**config.mk**
```make
export PLATFORM = sky130hd
export DESIGN_NAME = rst_sequencer
export DESIGN_NICKNAME = d
export VERILOG_FILES = /design/src/rtl/rst_sequencer.sv
export SDC_FILE = /design/constraint.sdc
export NUM_CORES = 1
export LEC_CHECK = 0
export CELL_PAD_IN_SITES_DETAIL_PLACEMENT = 1
export CELL_PAD_IN_SITES_GLOBAL_PLACEMENT = 1
export CORE_ASPECT_RATIO = 1.5
export CORE_MARGIN = 1.5
export CORE_UTILIZATION = 30
export DETAILED_ROUTE_END_ITERATION = 10
export PLACE_DENSITY = 0.73
export SETUP_SLACK_MARGIN = 0.4
export SLEW_MARGIN = 20
export SYNTH_ARGS = -nofsm -noshare
export SYNTH_HDL_FRONTEND = slang
export SYNTH_SLANG_ARGS = --single-unit
export TNS_END_PERCENT = 20
```
**constraint.sdc**
```tcl
create_clock -name clk_i -period 6.05 [get_ports clk_i]
set_clock_uncertainty 0.2 [all_clocks]
set_input_delay 1.21 -clock clk_i [delete_from_list [all_inputs] [get_ports clk_i]]
set_output_delay 1.21 -clock clk_i [all_outputs]
set_load 0.02 [all_outputs]
```
**src/rtl/rst_sequencer.sv**
```systemverilog
// rtl/rst_sequencer.sv - ordered reset release (APB, UART, core) gated by stable PLL lock
module rst_sequencer #(
  parameter int LOCK_STABLE_CYCLES = 256,
  parameter int STAGE_DELAY        = 16,
  parameter int SW_RST_CYCLES      = 32
) (
  input  logic       clk_i,
  input  logic       reset_i,
  input  logic       pll_locked_i,
  input  logic       sw_reset_req_i,
  output logic       apb_resetn_o,
  output logic       uart_resetn_o,
  output logic       core_resetn_o,
  output logic       seq_done_o,
  output logic [2:0] state_o,
  output logic [7:0] lock_loss_cnt_o
);

  localparam int MAX_AB = (LOCK_STABLE_CYCLES > STAGE_DELAY) ? LOCK_STABLE_CYCLES : STAGE_DELAY;
  localparam int MAX_ALL = (MAX_AB > SW_RST_CYCLES) ? MAX_AB : SW_RST_CYCLES;
  localparam int CNT_W = $clog2(MAX_ALL) + 1;

  localparam logic [CNT_W-1:0] LOCK_LAST  = CNT_W'(LOCK_STABLE_CYCLES - 1);
  localparam logic [CNT_W-1:0] STAGE_LAST = CNT_W'(STAGE_DELAY - 1);
  localparam logic [CNT_W-1:0] SW_LAST    = CNT_W'(SW_RST_CYCLES - 1);

  typedef enum logic [2:0] {
    WAIT_LOCK = 3'd0,
    STABLE    = 3'd1,
    REL_APB   = 3'd2,
    REL_UART  = 3'd3,
    RUN       = 3'd4,
    SW_RST    = 3'd5
  } state_t;

  state_t           state_q, state_n;
  logic [CNT_W-1:0] cnt_q, cnt_n;
  logic             sync1_q, sync2_q;
  logic             locked_s;
  logic             watched;
  logic             lock_loss;
  logic             apb_n, uart_n, core_n, done_n;

  // pll_locked_i is asynchronous; only sync1_q ever samples it.
  always_ff @(posedge clk_i) begin
    if (reset_i) begin
      sync1_q <= 1'b0;
      sync2_q <= 1'b0;
    end else begin
      sync1_q <= pll_locked_i;
      sync2_q <= sync1_q;
    end
  end

  assign locked_s = sync2_q;
  assign watched  = (state_q == STABLE) || (state_q == REL_APB) || (state_q == REL_UART) ||
                    (state_q == RUN) || (state_q == SW_RST);

  always_comb begin
    state_n   = state_q;
    cnt_n     = cnt_q;
    lock_loss = 1'b0;
    case (state_q)
      WAIT_LOCK: begin
        cnt_n = '0;
        if (locked_s) state_n = STABLE;
      end
      STABLE: begin
        if (cnt_q == LOCK_LAST) begin
          state_n = REL_APB;
          cnt_n   = '0;
        end else begin
          cnt_n = cnt_q + CNT_W'(1);
        end
      end
      REL_APB: begin
        if (cnt_q == STAGE_LAST) begin
          state_n = REL_UART;
          cnt_n   = '0;
        end else begin
          cnt_n = cnt_q + CNT_W'(1);
        end
      end
      REL_UART: begin
        if (cnt_q == STAGE_LAST) begin
          state_n = RUN;
          cnt_n   = '0;
        end else begin
          cnt_n = cnt_q + CNT_W'(1);
        end
      end
      RUN: begin
        cnt_n = '0;
        if (sw_reset_req_i) state_n = SW_RST;
      end
      SW_RST: begin
        // Warm reset goes straight back to staged release, lock is already proven.
        if (cnt_q == SW_LAST) begin
          state_n = REL_APB;
          cnt_n   = '0;
        end else begin
          cnt_n = cnt_q + CNT_W'(1);
        end
      end
      default: begin
        state_n = WAIT_LOCK;
        cnt_n   = '0;
      end
    endcase
    // Lock loss overrides warm-reset requests and counter expiry.
    if (watched && !locked_s) begin
      state_n   = WAIT_LOCK;
      cnt_n     = '0;
      lock_loss = 1'b1;
    end
  end

  always_comb begin
    apb_n  = (state_n == REL_APB) || (state_n == REL_UART) || (state_n == RUN);
    uart_n = (state_n == REL_UART) || (state_n == RUN);
    core_n = (state_n == RUN);
    done_n = (state_n == RUN);
  end

  // Outputs are decoded from the next state so they switch on the same edge as state_q.
  always_ff @(posedge clk_i) begin
    if (reset_i) begin
      state_q         <= WAIT_LOCK;
      cnt_q           <= '0;
      apb_resetn_o    <= 1'b0;
      uart_resetn_o   <= 1'b0;
      core_resetn_o   <= 1'b0;
      seq_done_o      <= 1'b0;
      lock_loss_cnt_o <= 8'd0;
    end else begin
      state_q       <= state_n;
      cnt_q         <= cnt_n;
      apb_resetn_o  <= apb_n;
      uart_resetn_o <= uart_n;
      core_resetn_o <= core_n;
      seq_done_o    <= done_n;
      if (lock_loss && (lock_loss_cnt_o != 8'hFF)) begin
        lock_loss_cnt_o <= lock_loss_cnt_o + 8'd1;
      end
    end
  end

  assign state_o = state_q;

endmodule
```
Fig. 1: run 1, placed cells, one color a class
Drawn at 4 px/um.
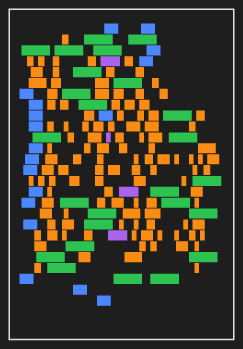
blue -> remaining buffers and delay cells  # cells 18
orange -> remaining logic cells  # cells 112
green -> sequential cells  # cells 25
purple -> clock drivers and dummy loads  # cells 4
core area: 3990 sq um
Core Util, Final: 0.377

Fig. 2: run 1, met1 routing
Drawn at 6 px/um. Supply wires on this layer in gray.
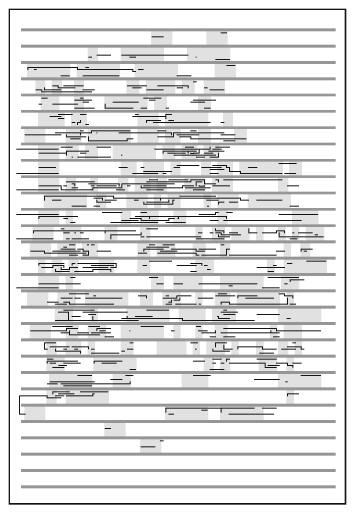
share of all routed wire = 40%
nets with wire on the layer = 154
main direction = horizontal
longest straight run = 21.2 um
Via Count: 1,145
total wire length: 3200 um
GR Layer Usage met1: 0.146

==> job_summary.md, run 1 <==
### Metrics collected by this job

| Metric | Value |
|---|---|
| Worst-Margin Slew | 0.592 ns |
| Hold Fails Final Rpt | 0 |
| Wl on met1 | 1270 um |
| CP required | 4.64 ns |
| Critical Path End Type | output pin |
| Comb pwr share | 0.051 |
| Worst setup path endpoint | state_o[2] |
| Critical R2R Capture | cnt_q[7]$_SDFF_PP0_ |
| Worst Hold Launch | sync1_q$_SDFF_PP0_ |
| Sequential Power | 168 uW |
| AO/OA Area Share | 0.205 |
| Total power | 284 uW |
| R2r setup slk | 3.23 ns |
| Worst-path clk slew | 0.09 ns |
| Comb gates | 103 |
| Power per cell area | 189 nW/um^2 |
| Layout inverter count without the clock tree | 9 |
| Top Metal Used | met4 |
| Top Consumer | sequential cells |
| Top logic family | simple AND/OR/NAND/NOR gates |
| Status | completed |
| CP Class | register to output pin |
| Crit-path leading delay family | buffers and inverters |
| Net Sw Power | 64.0 uW |
| Hold Slack | 0.260 ns |
| Top cells by count | 25 x dfxtp_1, 10 x a21oi_1, 10 x nor2_1, 9 x inv_1, 8 x nand3_1 |
| MUX share of area | 0.0160 |
| Tool warnings | 27 |
| Mapped Avg Cell Area | 8.71 sq um |
| Main synth FF type | dfxtp_1 |
| Clk_lat worst skew | 0.27 ns |
| Yosys-reported design area after synthesis | 1250 sq um |
| Port bufs | 18 |
| Root Driver | clkbuf_8 |
| Clock buf/inv share | 0.0300 |
| Unique masters post-synth | 41 |
| RSZ-0062 raised after global routing | false |
| Max Buffers Root-to-Sink | 2 |
| Routed WL per cell | 15.7 um |
| Worst relative slew slack | 0.602 |
| Most frequent cells in the layout | 25 x dfxtp_1, 18 x clkdlybuf4s50_1, 10 x a21oi_1, 10 x nor2_1, 9 x inv_1 |
| FMAX | 335 MHz |
| Combinational gate area | 688 sq um |
| Setup violators final | 0 |
| Metal3 WL | 66 um |
| Post-synth regs | 25 |
| RePlAce Congestion | 0.835 |
| WP data arrival | 1.57 ns |
| Seq pwr share | 0.590 |
| Maximum level of the CTS H-tree | 1 |
| P_comb | 14.4 uW |
| Met2 wire len | 1770 um |
| Tapcells | 45 |
| First-pass GRT wire length | 5420 um |
| Peak VDD IR | 0.000145 V |
| Dpl ws | 2.98 ns |
| Final WS setup | 3.07 ns |
| Post-synth seq share | 0.399 |
| Sequential cell area share | 0.333 |
| Met2 usage | 0.305 |
| Antenna Diode Count | 0 |
| Nets | 168 |
| Die height | 82.2 um |
| Routing usage on met3 | 0.0202 |
| FILL cells | 503 |
| Max FFs per register | 9 |
| Total congestion overflow | 0 |
| Cells after synthesis | 144 |
| Io pins | 19 |
| Count of library flops with an enable pin | 0 |
| Remaining DRCs | 0 |
| Non-clk bufs | 18 |
| Post-DRT Antenna Nets | 0 |
| Synth top cell by count | dfxtp_1 |
| Worst Hold Class | register to register |
| Leakage | 0.517 nW |
| CTS resizes | 0 |
| Rows | 28 |
| Crit path max-delay cell type | clkdlybuf4s50_1 |
| Die X | 55.8 um |
| Fin. max-slew vios | 0 |
| Top cell excl fill/tap | dfxtp_1 |
| Worst R2R Start | cnt_q[0]$_SDFF_PP0_ |
| Logic share of the area | 0.458 |
| Yosys xor share | 0.0419 |
| Starting DRT DRC Count | 8 |
| YS warnings | 0 |
| Hold endpoint | locked_s$_SDFF_PP0_ |
| Worst path depth | 1 |
| TritonCTS clock tree | yes |
| Max-area cell share | 0.399 |
| FP Util | 0.314 |
| Asr flop ratio synth | 0 |
| Fin area | 1500 sq um |
| Vias per cell | 5.61 |
| Adder Share, Synth | 0.0399 |
| Int Pwr | 220 uW |
| And+or+nand+nor area frac | 0.247 |
| FF+latch area | 500 sq um |
| Fin cells | 204 |
| Number of cells on the worst hold path | 1 |
| Crit. Startpoint | state_o[2]$_SDFF_PP0_ |
| Crit path cell chain | clkdlybuf4s50_1 |
| Proportion of layout cells with a drive suffix above 1 | 0.0440 |
| Area-dominant class | multi-input combinational cells |
| Startpoint Class | register |
| Max Cap Viol | 0 |
| Largest Register | cnt_q |
| GRT Util Overall | 0.153 |
| DRT Pass-1 Iters | 4 |
| Synth-to-Final Area Change | 20.0% |
| Cell Area, Synth | 1250 sq um |
| Data buffer area share | 0.120 |
| Crit share post-route | 0.493 |
| Largest net degree at the start of global routing | 14 |
| Clock buffers | 4 |
| Clock power share | 0.359 |
| Initial antenna violation count | 0 |
| Leading area contributor after synthesis | dfxtp_1 |
| Detail Placement HPWL | 2440 um |
| Vias in the first global route | 1,205 |
| Seq cells | 25 |
| Setup Buffers After CTS | 0 |
| WP buf/inv | 1 |
| Setup TNS | 0 ns |
| Crit path time final | 2.98 ns |
| Worst-case reg-to-reg path depth | 10 |
| Die area | 4580 sq um |
| GRT Max-Usage Layer | met2 |
| Placed Area | 1460 sq um |
| Main area contributors | dfxtp_1 40%, a21oi_1 4.0%, ha_1 4.0% |
Fig. 3: run 1, local utilization
Drawn at 4 px/um. The die is cut into 6 by 8 equal tiles; dark blue is low, red is high, 0 to 100% covered.
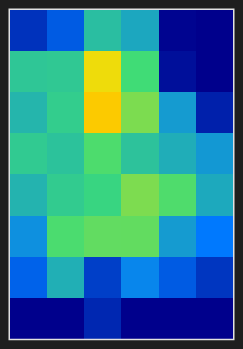
emptiest ninth of the die = top right
tiles over 75% full = 2.1%
fullest tile = 77%
nearly empty tiles = 17%
mean over tiles = 32%

Fig. 4: run 1, nets reached from selected ports
Drawn at 3 px/um.
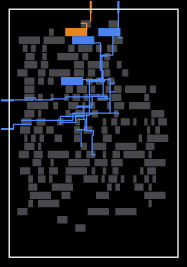

==> inputs of run 2 (changes only) <==
PLACE_DENSITY = 0.75   (was 0.73)
clock period = 2.72 ns   (was 6.05 ns; I/O delays follow)
Fig. 5: run 2, nets reached from selected ports
Drawn at 3 px/um.
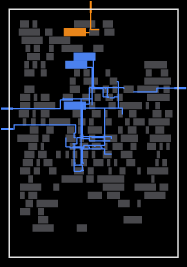
orange -> apb_resetn_o  # direction output, edge top, end cells 1, buffers 1, wire 11.1 um
blue -> state_o  # direction output, edge 2 left, 1 right, end cells 3, buffers 3, wire 296 um
io pins: 19
port bufs: 18

Fig. 6: run 2, local utilization
Drawn at 4 px/um. The die is cut into 6 by 8 equal tiles; dark blue is low, red is high, 0 to 100% covered.
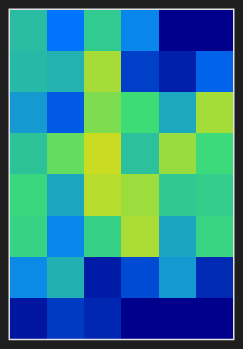
fullest tile = 68%
mean over tiles = 34%
densest ninth of the die = middle
nearly empty tiles = 10%

==> job_summary.md, run 2 <==
### Metrics collected by this job

| Metric | Value |
|---|---|
| Status | completed |
| Final WS setup | 0.399 ns (-2.67 ns) |
| Main area contributors | dfxtp_1 40%, a21oi_1 4.0%, ha_1 4.0% |
| MUX share of area | 0.0160 (unchanged) |
| Sequential Power | 373 uW (+120%) |
| GRT Util Overall | 0.156 (+0.00272) |
| Fin cells | 208 (+2.0%) |
| DRT Pass-1 Iters | 4 (unchanged) |
| Crit path max-delay cell type | or4b_4 |
| Unique masters post-synth | 41 (unchanged) |
| Seq pwr share | 0.588 (-0.002) |
| Die area | 4580 sq um (unchanged) |
| Root Driver | clkbuf_8 |
| Hold endpoint | locked_s$_SDFF_PP0_ |
| Clock power share | 0.356 (-0.003) |
| Largest Register | cnt_q |
| Worst-path clk slew | 0.09 ns (about the same) |
| First-pass GRT wire length | 5550 um (+2.4%) |
| Cells after synthesis | 144 (unchanged) |
| Max-area cell share | 0.399 (unchanged) |
| Number of cells on the worst hold path | 1 (unchanged) |
| Detail Placement HPWL | 2540 um (+4.2%) |
| Max FFs per register | 9 (unchanged) |
| Top cells by count | 25 x dfxtp_1, 10 x a21oi_1, 10 x nor2_1, 9 x inv_1, 8 x nand3_1 |
| Top Metal Used | met4 |
| Sequential cell area share | 0.310 (-0.0231) |
| Int Pwr | 490 uW (+120%) |
| Rows | 28 (unchanged) |
| WP buf/inv | 1 (unchanged) |
| Vias per cell | 5.57 (-0.72%) |
| Worst-case reg-to-reg path depth | 10 (unchanged) |
| YS warnings | 0 (unchanged) |
| Top logic family | simple AND/OR/NAND/NOR gates |
| CP required | 2.74 ns (-1.90 ns) |
| Setup TNS | 0 ns (unchanged) |
| RSZ-0062 raised after global routing | true |
| Synth top cell by count | dfxtp_1 |
| Seq cells | 25 (unchanged) |
| Fin area | 1620 sq um (+8.0%) |
| FP Util | 0.314 (unchanged) |
| Dpl ws | 0.249 ns (-2.73 ns) |
| Tool warnings | 30 (+11%) |
| Nets | 172 (+2.4%) |
| Count of library flops with an enable pin | 0 (unchanged) |
| Leakage | 0.533 nW (+3.1%) |
| Met2 wire len | 1980 um (+12%) |
| Peak VDD IR | 0.000252 V (+74%) |
| Crit path cell chain | ha_4 > and3_4 > and3_4 > nand3_4 > inv_2 > ha_4 > or4b_4 > a31oi_4 > o21ai_4 > nor2_1 |
| Setup Buffers After CTS | 3 (+3) |
| Combinational gate area | 772 sq um (+12%) |
| Starting DRT DRC Count | 58 (+50) |
| Logic share of the area | 0.475 (+0.0178) |
| Max Buffers Root-to-Sink | 2 (unchanged) |
| FMAX | 431 MHz |
| Leading area contributor after synthesis | dfxtp_1 |
| Worst Hold Launch | sync1_q$_SDFF_PP0_ |
| Routed WL per cell | 16.3 um (+3.7%) |
| Die X | 55.8 um (unchanged) |
| Clk_lat worst skew | 0.28 ns (about the same) |
| Net Sw Power | 144 uW (+120%) |
| Clock buf/inv share | 0.0300 (+0.0000960) |
| Mapped Avg Cell Area | 8.71 sq um (unchanged) |
| Hold Fails Final Rpt | 0 (unchanged) |
| Fin. max-slew vios | 0 (unchanged) |
Fig. 7: run 2, met1 routing
Drawn at 6 px/um. Supply wires on this layer in gray.
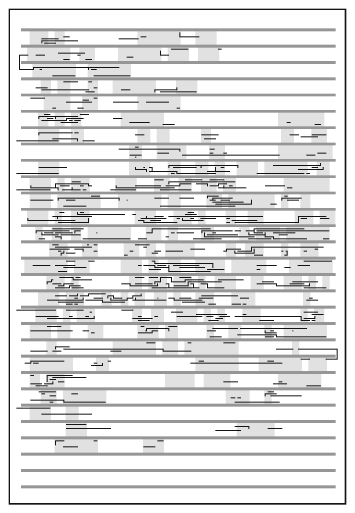
total wire length: 3380 um
Via Count: 1,159
GR Layer Usage met1: 0.150

Fig. 8: run 2, cell placement
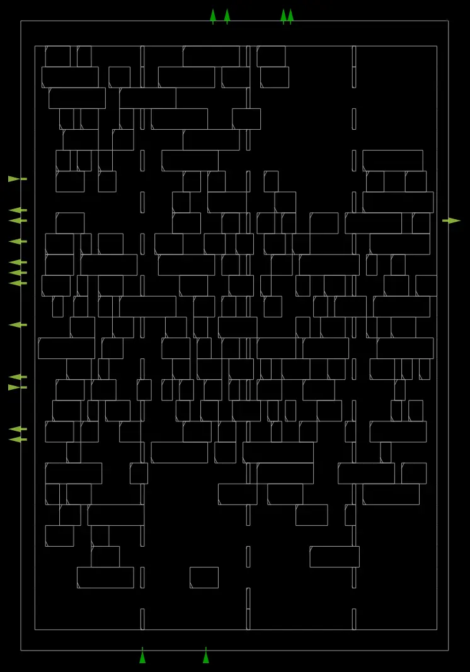

==> inputs of run 3 (changes only) <==
SETUP_SLACK_MARGIN = default   (was 0.4)
Fig. 9: run 3, cell placement
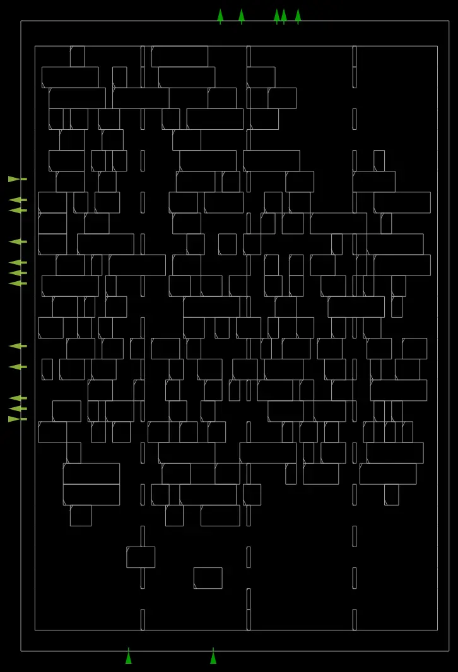
fin cells: 206
Seq cells: 25
Tapcells: 45
Rows: 28
FILL cells: 500

Fig. 10: run 3, local utilization
Drawn at 4 px/um. The die is cut into 6 by 8 equal tiles; dark blue is low, red is high, 0 to 100% covered.
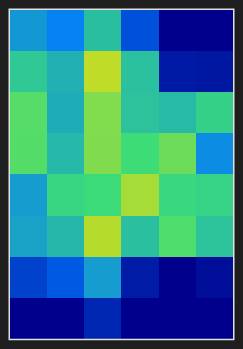
densest ninth of the die = middle
fullest tile = 67%
nearly empty tiles = 17%
mean over tiles = 32%
FP Util: 0.314
Core Util, Final: 0.385

==> job_summary.md, run 3 <==
### Metrics collected by this job

| Metric | Value |
|---|---|
| Data buffer area share | 0.127 |
| Final WS setup | 0.158 ns (-0.240 ns) |
| Most frequent cells in the layout | 25 x dfxtp_1, 18 x clkdlybuf4s50_1, 10 x a21oi_1, 10 x nor2_1, 9 x inv_1 |
| Worst Hold Class | register to register |
| Top Metal Used | met4 |
| Routing usage on met3 | 0.0218 |
| Crit path time final | 2.56 ns |
| And+or+nand+nor area frac | 0.247 |
| Top cell excl fill/tap | dfxtp_1 |
| CP required | 2.74 ns (about the same) |
| Main area contributors | dfxtp_1 40%, a21oi_1 4.0%, ha_1 4.0% |
| Seq pwr share | 0.585 (-0.003) |
| Max Buffers Root-to-Sink | 2 (unchanged) |
| Post-DRT Antenna Nets | 0 |
| Leading area contributor after synthesis | dfxtp_1 |
| Max FFs per register | 9 (unchanged) |
| Clock buf/inv share | 0.0301 (+0.0000842) |
| Via Count | 1,151 (-0.69%) |
| Peak VDD IR | 0.000265 V (+4.8%) |
| Vias in the first global route | 1,194 |
| Number of cells on the worst hold path | 1 (unchanged) |
| Tool warnings | 27 (-10%) |
| Status | completed |
| Nets | 170 (-1.2%) |
| Total wire length | 3260 um (-3.8%) |
| Int Pwr | 489 uW (-0.30%) |
| FMAX | 390 MHz (-9.4%) |
| DRT Pass-1 Iters | 4 (unchanged) |
| Sequential cell area share | 0.326 (+0.0160) |
| Comb pwr share | 0.055 |
| MUX share of area | 0.0160 (unchanged) |
| Met2 wire len | 1900 um (-4.2%) |
| WP buf/inv | 1 (unchanged) |
| Clock buffers | 3 |
| Logic share of the area | 0.458 (-0.0169) |
| GR Layer Usage met1 | 0.151 (+0.00101) |
| Yosys-reported design area after synthesis | 1250 sq um |
| Top logic family | simple AND/OR/NAND/NOR gates |
| Count of library flops with an enable pin | 0 (unchanged) |
| Die area | 4580 sq um (unchanged) |
| Worst-case reg-to-reg path depth | 10 (unchanged) |
| Crit path cell chain | ha_2 > and3_1 > and3_2 > nand3_1 > inv_1 > ha_1 > or4b_4 > a31oi_2 > o21ai_2 > nor2_1 |
| Vias per cell | 5.59 (+0.27%) |
| Starting DRT DRC Count | 25 (-57%) |
| Dpl ws | 0.0760 ns (-0.173 ns) |
| Hold Fails Final Rpt | 0 (unchanged) |
| Mapped Avg Cell Area | 8.71 sq um (unchanged) |
| Synth top cell by count | dfxtp_1 |
| Worst Hold Launch | sync1_q$_SDFF_PP0_ |
| Clock power share | 0.361 (+0.005) |
| Unique masters post-synth | 41 (unchanged) |
| Crit path max-delay cell type | or4b_4 |
| Fin. max-slew vios | 0 (unchanged) |
| Routed WL per cell | 15.8 um (-2.8%) |
| Hold endpoint | locked_s$_SDFF_PP0_ |
| Inserted Clock Buffers | 3 |
| Leakage | 0.530 nW (-0.55%) |
| Net Sw Power | 149 uW (+3.9%) |
| Port bufs | 18 (unchanged) |
| GRT Util Overall | 0.150 (-0.00560) |
| Setup TNS | 0 ns (unchanged) |
| Detail Placement HPWL | 2580 um (+1.7%) |
| WP data arrival | 2.59 ns |
| Fin area | 1540 sq um (-5.4%) |
| Combinational gate area | 704 sq um (-8.8%) |
| # clock sinks | 25 |
| Top cells by count | 25 x dfxtp_1, 10 x a21oi_1, 10 x nor2_1, 9 x inv_1, 8 x nand3_1 |
| Sequential Power | 373 uW (about the same) |
| Clk_lat worst skew | 0.28 ns (about the same) |
| Cells after synthesis | 144 (unchanged) |
| Io pins | 19 (unchanged) |
| Root Driver | clkbuf_8 |
| YS warnings | 0 (unchanged) |
| Max-area cell share | 0.399 (unchanged) |
| Worst-path clk slew | 0.09 ns (about the same) |
| Die X | 55.8 um (unchanged) |
| Setup Buffers After CTS | 0 (-3) |
| Cell Area, Synth | 1250 sq um |
| First-pass GRT wire length | 5430 um (-2.2%) |
| Largest Register | cnt_q |
| Post-synth regs | 25 |
Fig. 11: run 3, met1 routing
Drawn at 6 px/um. Supply wires on this layer in gray.
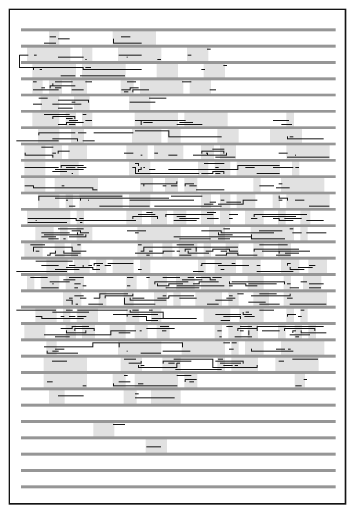
wire length on this layer = 1,200 um
main direction = horizontal
share of all routed wire = 37%
longest straight run = 18.9 um

Power figures rest on the tool's default switching activity, not on a simulated workload.
